`config.mk`:
```
export PLATFORM = sky130hd
export DESIGN_NAME = fizzbuzz_monitor
export DESIGN_NICKNAME = d
export VERILOG_FILES = /design/src/rtl/fizzbuzz_pkg.sv /design/src/rtl/fizzbuzz_phase_ctr.sv /design/src/rtl/fizzbuzz_monitor.sv
export SDC_FILE = /design/constraint.sdc
export NUM_CORES = 1
export LEC_CHECK = 0
export ABC_AREA = 1
export ABC_CLOCK_PERIOD_IN_PS = 4670
export CAP_MARGIN = 5
export CORE_MARGIN = 2
export CORE_UTILIZATION = 57
export CTS_CLUSTER_SIZE = 12
export DETAILED_ROUTE_END_ITERATION = 12
export GPL_ROUTABILITY_DRIVEN = 0
export PLACE_DENSITY = 0.87
export SKIP_CTS_REPAIR_TIMING = 1
export SLEW_MARGIN = 0
export SYNTH_ARGS = -nofsm -noshare
export SYNTH_HDL_FRONTEND = slang
export SYNTH_HIERARCHICAL = 1
export SYNTH_SLANG_ARGS = --single-unit
```
`constraint.sdc`:
```
create_clock -name clk -period 4.67 [get_ports clk]
set_input_delay 0.934 -clock clk [delete_from_list [all_inputs] [get_ports clk]]
set_output_delay 0.934 -clock clk [all_outputs]
set_load 0.05 [all_outputs]
```
`src/rtl/fizzbuzz_pkg.sv`:
```
// Shared types and default periods for the fizzbuzz stream monitor.
package fizzbuzz_pkg;

  typedef enum logic [0:0] {
    HUNT   = 1'b0,
    LOCKED = 1'b1
  } fbm_state_t;

  localparam int DEF_FIZZ = 3;
  localparam int DEF_BUZZ = 5;

endpackage

```
`src/rtl/fizzbuzz_phase_ctr.sv`:
```
// Mod-N phase counter; wrap_next flags that the next advance returns to zero.
module fizzbuzz_phase_ctr #(
  parameter int  N = 3,
  localparam int W = (N > 1) ? $clog2(N) : 1
) (
  input  logic         clk,
  input  logic         reset,
  input  logic         clr,
  input  logic         en,
  output logic [W-1:0] cnt,
  output logic         wrap_next
);

  logic [W-1:0] r_cnt;

  assign cnt       = r_cnt;
  assign wrap_next = (r_cnt == W'(N - 1));

  always_ff @(posedge clk or posedge reset) begin
    if (reset) begin
      r_cnt <= '0;
    end else if (clr) begin
      r_cnt <= '0;
    end else if (en) begin
      r_cnt <= wrap_next ? '0 : r_cnt + W'(1);
    end
  end

endmodule

```
`src/rtl/fizzbuzz_monitor.sv`:
```
// Receive-side checker: locks onto the fizz/buzz phase at a 1/1/1 sample,
// then predicts every later valid sample and counts deviations.
module fizzbuzz_monitor
  import fizzbuzz_pkg::*;
#(
  parameter int  FIZZ       = DEF_FIZZ,
  parameter int  BUZZ       = DEF_BUZZ,
  parameter int  MAX_CYCLES = 100,
  parameter int  ERR_W      = 8,
  localparam int IDX_W      = $clog2(MAX_CYCLES) + 1
) (
  input  logic             clk,
  input  logic             reset,
  input  logic             valid,
  input  logic             fizz,
  input  logic             buzz,
  input  logic             fizzbuzz,
  output logic             locked,
  output logic [IDX_W-1:0] index,
  output logic             mismatch,
  output logic [ERR_W-1:0] err_count
);

  localparam int FPH_W = (FIZZ > 1) ? $clog2(FIZZ) : 1;
  localparam int BPH_W = (BUZZ > 1) ? $clog2(BUZZ) : 1;

  fbm_state_t       r_state;
  logic             r_locked;
  logic [IDX_W-1:0] r_index;
  logic             r_mismatch;
  logic [ERR_W-1:0] r_errCount;

  logic [FPH_W-1:0] w_fph;
  logic [BPH_W-1:0] w_bph;
  logic             w_fWrap;
  logic             w_bWrap;
  logic             w_isLocked;
  logic             w_sync;
  logic             w_wellFormed;
  logic             w_expFb;
  logic             w_match;
  logic             w_phEn;
  logic             w_phClr;
  logic             w_errEvt;

  assign w_isLocked   = (r_state == LOCKED);
  assign w_sync       = fizz & buzz & fizzbuzz;
  assign w_wellFormed = (fizzbuzz == (fizz & buzz));

  // A phase counter about to wrap means the next sample must carry that flag.
  assign w_expFb  = w_fWrap & w_bWrap;
  assign w_match  = ({fizz, buzz, fizzbuzz} == {w_fWrap, w_bWrap, w_expFb});
  assign w_phEn   = valid & w_isLocked & w_match;
  assign w_phClr  = valid & (w_isLocked ? ~w_match : w_sync);
  assign w_errEvt = valid & (w_isLocked ? ~w_match : ~w_wellFormed);

  fizzbuzz_phase_ctr #(.N(FIZZ)) u_fizzPhase (
    .clk       (clk),
    .reset     (reset),
    .clr       (w_phClr),
    .en        (w_phEn),
    .cnt       (w_fph),
    .wrap_next (w_fWrap)
  );

  fizzbuzz_phase_ctr #(.N(BUZZ)) u_buzzPhase (
    .clk       (clk),
    .reset     (reset),
    .clr       (w_phClr),
    .en        (w_phEn),
    .cnt       (w_bph),
    .wrap_next (w_bWrap)
  );

  always_ff @(posedge clk or posedge reset) begin
    if (reset) begin
      r_state    <= HUNT;
      r_locked   <= 1'b0;
      r_index    <= '0;
      r_mismatch <= 1'b0;
      r_errCount <= '0;
    end else begin
      r_mismatch <= w_errEvt;
      if (w_errEvt && (r_errCount != {ERR_W{1'b1}})) begin
        r_errCount <= r_errCount + ERR_W'(1);
      end
      if (valid) begin
        case (r_state)
          HUNT: begin
            if (w_sync) begin
              r_state  <= LOCKED;
              r_locked <= 1'b1;
              r_index  <= '0;
            end
          end
          LOCKED: begin
            if (w_match) begin
              r_index <= w_expFb ? '0 : r_index + IDX_W'(1);
            end else begin
              // An early 1/1/1 is taken as a fresh phase reference rather than a loss of lock.
              r_index <= '0;
              if (!w_sync) begin
                r_state  <= HUNT;
                r_locked <= 1'b0;
              end
            end
          end
          default: begin
            r_state  <= HUNT;
            r_locked <= 1'b0;
          end
        endcase
      end
    end
  end

  assign locked    = r_locked;
  assign index     = r_index;
  assign mismatch  = r_mismatch;
  assign err_count = r_errCount;

  logic w_unusedPhase;
  assign w_unusedPhase = ^{w_fph, w_bph};

endmodule

```
==> results.sh <==
# physical design summary
export IMPL_dr_wl_met2_um=1340
export IMPL_crit_type="primary input to flop"
export IMPL_comb_area_um2=727
export IMPL_seq_area_share_pct=34.2
export IMPL_path_common_cell="nand2_1"
export IMPL_flop_count=24
export IMPL_cp_end_kind="flop"
export IMPL_mux_share_pct=0
export IMPL_grt_pass1_vias=1130
export IMPL_largest_class="logic gates"
export IMPL_netlist_cell_type_count=26
export IMPL_cp_endpoint="u_buzzPhase/cnt[2]"
export IMPL_status="completed"
export IMPL_clkTransAtPathRegs_ns=0.12
export IMPL_placementRows=18
export IMPL_antenna_cells=0
export IMPL_seq_power_w=0.000280
export IMPL_cts_tree="built"
export IMPL_clockBufferDepth=2
export IMPL_cts_root_buf="clkbuf_4"
export IMPL_synth_area_per_cell_um2=7.28
export IMPL_layoutNonFillerInstCount=257
export IMPL_worst_path_max_delay_cell="clkdlybuf4s50_1"
export IMPL_synth_seq_cells=24
export IMPL_lay_top_count="nand2_1"
export IMPL_num_fill_cells=194
export IMPL_powerClk_w=0.0000894
export IMPL_period_used_pct=55.7
export IMPL_ys_flop_type="dfrtp_1"
export IMPL_cts_sinks=24
export IMPL_synthTopCellsByCount="nand2_1, inv_1, dfrtp_1"
export IMPL_signal_buffers=23
export IMPL_fp_dieH_um=54.8
export IMPL_n_all_inverters=36
export IMPL_drtAntennaViolNets=0
export IMPL_tap_cells=30
export IMPL_edf_count=0
export IMPL_logic_family="simple AND/OR/NAND/NOR gates"
export IMPL_viasPerCell=5.11
export IMPL_aoi_share_pct=5.70
export IMPL_worstRegToRegCells=13
export IMPL_wl_met1_um=1320
export IMPL_use_met3_pct=2.46
export IMPL_worst_pin_slew_ns=0.735
export IMPL_clock_area_share_pct=1.28
export IMPL_synth_nets=213
export IMPL_cpPeakStageDelay_ns=0.49
export IMPL_power_share_clock_pct=13.7
stage by stage:
stage / hold slack (ns) / setup slack [ns] / cell area, um^2 / total power [W]
global placement: 0.480 / 1.85 / 1730 / 0.000562
detailed placement: 0.482 / 1.76 / 1730 / 0.000568
CTS: 0.512 / 2.10 / 1760 / 0.000657
global route: 0.542 / 1.85 / 1760 / 0.000694
floorplan: 0.484 / 2.50 / 1470 / 0.000478
finish: 0.513 / 2.07 / 1760 / 0.000653
registers in the layout, summed over array words and instances, names as in the netlist:
signal           count
u_buzzPhase/cnt      3
err_count            8
r_state              1
locked               1
u_fizzPhase/cnt      2
mismatch             1
index                8
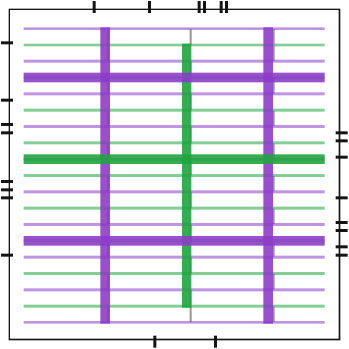
**Above:** supply network.
Drawn at 6 px/um. Pins as bars on the die edge. Tap cells in gray.
color	net
green	VDD
purple	VSS
signal pins	24
met1 rails	19
tap cells	30

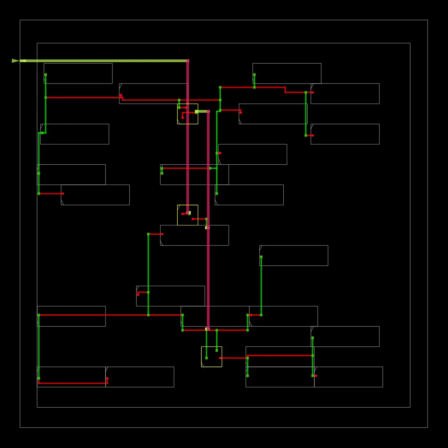
**Above:** the clock network.
clkbuf count: 3
cts bufs inserted: 3

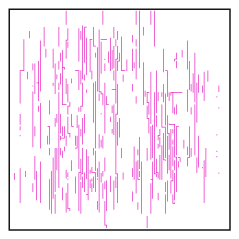
**Above:** the metal 2 layer.
Drawn at 4 px/um.
share of all routed wire	48%
longest straight run	23.8 um
main direction	vertical
WL final: 2800 um
met2 usage: 37.7%

No activity file was given, so power comes from the tool's default toggle rates.
